<file path="config.mk">
export PLATFORM = sky130hd
export DESIGN_NAME = fpu_dispatch
export DESIGN_NICKNAME = d
export VERILOG_FILES = /design/src/rtl/fpu_pkg.sv /design/src/rtl/sync_fifo.sv /design/src/rtl/fpu_dispatch.sv
export SDC_FILE = /design/constraint.sdc
export NUM_CORES = 1
export LEC_CHECK = 0
export ABC_AREA = 1
export CORE_ASPECT_RATIO = 1.4
export CORE_MARGIN = 2
export CORE_UTILIZATION = 45
export CTS_CLUSTER_DIAMETER = 100
export CTS_CLUSTER_SIZE = 40
export DETAILED_ROUTE_END_ITERATION = 7
export PLACE_DENSITY = 0.67
export RECOVER_POWER = 100
export SETUP_SLACK_MARGIN = 0.3
export SLEW_MARGIN = 20
export SYNTH_ARGS = -nofsm -noshare
export SYNTH_HDL_FRONTEND = slang
export SYNTH_SLANG_ARGS = --single-unit
</file>
<file path="constraint.sdc">
create_clock -name clk -period 4.75 [get_ports clk]
set_clock_uncertainty 0.05 [all_clocks]
set_input_delay 0.475 -clock clk [delete_from_list [all_inputs] [get_ports clk]]
set_output_delay 0.475 -clock clk [all_outputs]
set_load 0.05 [all_outputs]
</file>
<file path="src/rtl/fpu_pkg.sv">
// Shared widths, opcodes and request bundle for the fpu issue path.
package fpu_pkg;

    localparam int FP_W = 32;
    localparam int OP_W = 2;

    localparam logic [OP_W-1:0] OP_ADD = 2'b00;
    localparam logic [OP_W-1:0] OP_SUB = 2'b01;
    localparam logic [OP_W-1:0] OP_MUL = 2'b10;
    localparam logic [OP_W-1:0] OP_DIV = 2'b11;

    typedef struct packed {
        logic [FP_W-1:0] a;
        logic [FP_W-1:0] b;
        logic [OP_W-1:0] op;
    } fpu_req_t;

endpackage

</file>
<file path="src/rtl/sync_fifo.sv">
// Single-clock FIFO with wrap-bit pointers.
// A pop frees the slot for a push at the same edge, even when full.
module sync_fifo #(
    parameter int WIDTH = 32,
    parameter int DEPTH = 4
) (
    input  logic                     clk,
    input  logic                     rst,
    input  logic                     push,
    input  logic [WIDTH-1:0]         wdata,
    input  logic                     pop,
    output logic [WIDTH-1:0]         rdata,
    output logic                     full,
    output logic                     empty,
    output logic [$clog2(DEPTH):0]   count
);

    localparam int AW = $clog2(DEPTH);

    logic [WIDTH-1:0] mem [DEPTH];
    logic [AW:0]      wptr;
    logic [AW:0]      rptr;
    logic             do_push;
    logic             do_pop;

    assign full    = (wptr[AW] != rptr[AW]) &&
                     (wptr[AW-1:0] == rptr[AW-1:0]);
    assign empty   = (wptr == rptr);
    assign count   = wptr - rptr;
    assign do_pop  = pop && !empty;
    assign do_push = push && (!full || do_pop);
    assign rdata   = empty ? '0 : mem[rptr[AW-1:0]];

    always_ff @(posedge clk or posedge rst) begin
        if (rst) begin
            wptr <= '0;
            rptr <= '0;
        end else begin
            if (do_push) wptr <= wptr + (AW+1)'(1);
            if (do_pop)  rptr <= rptr + (AW+1)'(1);
        end
    end

    always_ff @(posedge clk) begin
        if (do_push) mem[wptr[AW-1:0]] <= wdata;
    end

endmodule

</file>
<file path="src/rtl/fpu_dispatch.sv">
// Issue stage for a fixed-latency fpu: request queue, credit-gated
// issue, latency-tracking capture into an in-order response queue.
module fpu_dispatch
    import fpu_pkg::*;
#(
    parameter int REQ_DEPTH = 4,
    parameter int RSP_DEPTH = 4,
    parameter int FPU_LAT   = 2
) (
    input  logic                         clk,
    input  logic                         rst,
    input  logic                         req_valid,
    output logic                         req_ready,
    input  logic [FP_W-1:0]              req_a,
    input  logic [FP_W-1:0]              req_b,
    input  logic [OP_W-1:0]              req_op,
    output logic [FP_W-1:0]              fpu_a,
    output logic [FP_W-1:0]              fpu_b,
    output logic [OP_W-1:0]              fpu_opcode,
    input  logic [FP_W-1:0]              fpu_o,
    output logic                         rsp_valid,
    input  logic                         rsp_ready,
    output logic [FP_W-1:0]              rsp_data,
    output logic [$clog2(FPU_LAT+1)-1:0] inflight,
    output logic                         idle
);

    localparam int IW  = $clog2(FPU_LAT + 1);
    localparam int RQW = $clog2(REQ_DEPTH) + 1;
    localparam int RSW = $clog2(RSP_DEPTH) + 1;
    localparam int CW  = $clog2(RSP_DEPTH + FPU_LAT + 1) + 1;

    fpu_req_t         req_in;
    fpu_req_t         req_head;
    logic             req_full;
    logic             req_empty;
    logic [RQW-1:0]   req_count;
    logic             rsp_full;
    logic             rsp_empty;
    logic [RSW-1:0]   rsp_count;
    logic [FPU_LAT-1:0] sr;
    logic [CW-1:0]    used;
    logic             issue;
    logic             capture;

    assign req_in    = '{a: req_a, b: req_b, op: req_op};
    assign req_ready = !req_full;
    assign rsp_valid = !rsp_empty;

    // Slots already promised: queued results plus ops still in the fpu.
    assign used    = CW'(rsp_count) + CW'(inflight);
    assign issue   = !req_empty && (used < CW'(RSP_DEPTH));
    assign capture = sr[FPU_LAT-1];

    assign idle = (req_count == '0) && (rsp_count == '0) &&
                  (inflight == '0);

    sync_fifo #(
        .WIDTH ($bits(fpu_req_t)),
        .DEPTH (REQ_DEPTH)
    ) u_req_fifo (
        .clk   (clk),
        .rst   (rst),
        .push  (req_valid && req_ready),
        .wdata (req_in),
        .pop   (issue),
        .rdata (req_head),
        .full  (req_full),
        .empty (req_empty),
        .count (req_count)
    );

    sync_fifo #(
        .WIDTH (FP_W),
        .DEPTH (RSP_DEPTH)
    ) u_rsp_fifo (
        .clk   (clk),
        .rst   (rst),
        .push  (capture),
        .wdata (fpu_o),
        .pop   (rsp_ready),
        .rdata (rsp_data),
        .full  (rsp_full),
        .empty (rsp_empty),
        .count (rsp_count)
    );

    always_ff @(posedge clk or posedge rst) begin
        if (rst) begin
            fpu_a      <= '0;
            fpu_b      <= '0;
            fpu_opcode <= '0;
            sr         <= '0;
            inflight   <= '0;
        end else begin
            if (issue) begin
                fpu_a      <= req_head.a;
                fpu_b      <= req_head.b;
                fpu_opcode <= req_head.op;
            end
            sr <= (sr << 1) | FPU_LAT'(issue);
            if (issue && !capture)
                inflight <= inflight + IW'(1);
            else if (!issue && capture)
                inflight <= inflight - IW'(1);
        end
    end

    a_rsp_no_overflow: assert property (
        @(posedge clk) disable iff (rst)
        capture |-> (!rsp_full || (rsp_ready && rsp_valid))
    );

endmodule
</file>
Fig. 1: placement density heat map
Scale: 1.5 px per µm. 18 x 25 tiles, from dark blue (low) to red (high), 0 to 100% covered.
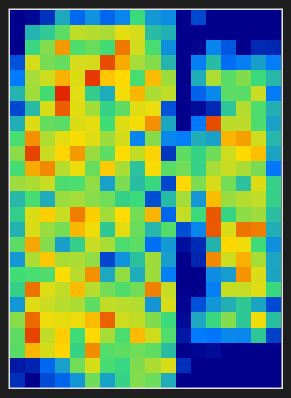
fullest tile: 96%
mean over tiles: 48%
emptiest ninth of the die: south-east
densest ninth of the die: west
nearly empty tiles: 11%

Fig. 2: sizing map
Scale: 1.5 px per µm.
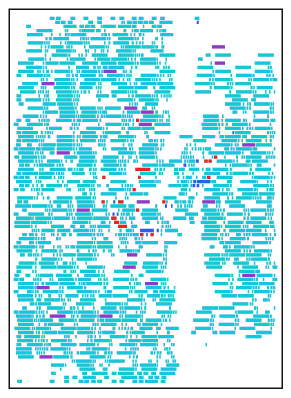
[_3 and _4 cells] red | cells: 18 | share: 0.90% | most used: buf_4
[_6 and larger] purple | cells: 20 | share: 1.0% | most used: clkbuf_16
[_2 cells] blue | cells: 16 | share: 0.80% | most used: clkbuf_2
[_0 and _1 cells] cyan | cells: 1,945 | share: 97% | most used: nand2_1

Fig. 3: nets reached from selected ports
Scale: 1.5 px per µm.
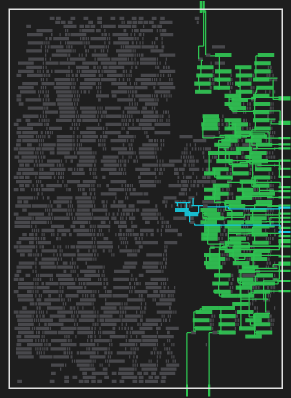
[fpu_o] green | bits: 32 | direction: input | edge: 28 east, 2 south, 2 north | end cells: 128 | wire: 2,060 µm
[inflight] cyan | bits: 2 | direction: output | edge: east | end cells: 2 | wire: 158 µm

Fig. 4: signal wires on met1
Scale: 2 px per µm. Supply wires on this layer in grey. Cells faint in the background.
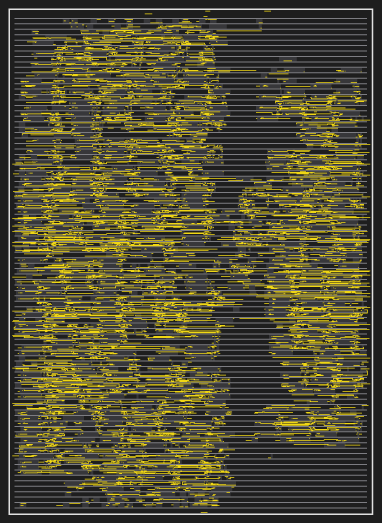
nets with wire on the layer: 1,921
wire length on this layer: 18,600 µm

==> qor.yml <==
whs_path_depth: 0
timing.setup.tns_ns: 0
rsz0062_at_grt: "no"
final_max_slew_viol_count: 260
drt_iter0_drc: 1127
syn_inst: 1840
antenna_found_initial: 12
xor_share_pct: 0.311
violations: "capacitance limit, slew limit"
syn_area_per_cell_um2: 10.7
holdBufCountCts: 0
vias_per_cell: 5.14
grt_pass1_vias: 13400
drv_cap: 8
slowest_delay_ns: 1.36
status: "complete, but fails checks"
path_common_cell: "nand2_1"
overflow: 0
post-cts-setup-buffers: 0
adder_share_pct: 1.12
fmax_ghz: 0.252
finalNonFillerCells: 2560
yosys-stat-cells: 1840
ys.flops: 474
clock_sinks: 474
post-route-util_pct: 52.2
ys_sh_simple_pct: 17.9
rows: 90
synth.net_count: 1959
hold_start: "sr[0]$_DFF_PP0_"
top_logic_kind: "simple AND/OR/NAND/NOR gates"
reg2reg_from: "u_req_fifo.rptr[0]$_DFFE_PP0P_"
path_cells: "ha_1 -> nand2_1 -> inv_1 -> nand2_1 -> nand2_1 -> nor2_1 -> buf_12"
setup_viol_count_final: 0
wl_per_cell_um: 17.8
top_area_share_pct: 59.7
via_count: 13200
final_cell_mix: "nand2_1, edfxtp_1, inv_1"
worst-path-buf-inv: 2
finalCritPeriodShare_pct: 83.6
yosysUniqueCellTypes: 24
globalRouteTotalUtil_pct: 19.8
period_needed_ns: 3.97
final cells by class:
class                      instances  area (µm²)
clock inverter                     2        50.0
multi-input combinational        973        4370
inverter                         297        1120
antenna                            9        22.5
clock buffer                      24         452
fill                            3753       20600
sequential                       474       13800
timing repair buffer             229        2000
tap                              552         691
per-layer routing:
layer | GRT usage [%] | part of all wire [%] | vias up
li1 | - | - | 6263
met4 | 5.90 | 1.9 | 12
met2 | 36.2 | 51 | 373
met1 | 24.2 | 41 | 6443
met3 | 3.20 | 6.4 | 70
met5 | 0 | 0.15 | -
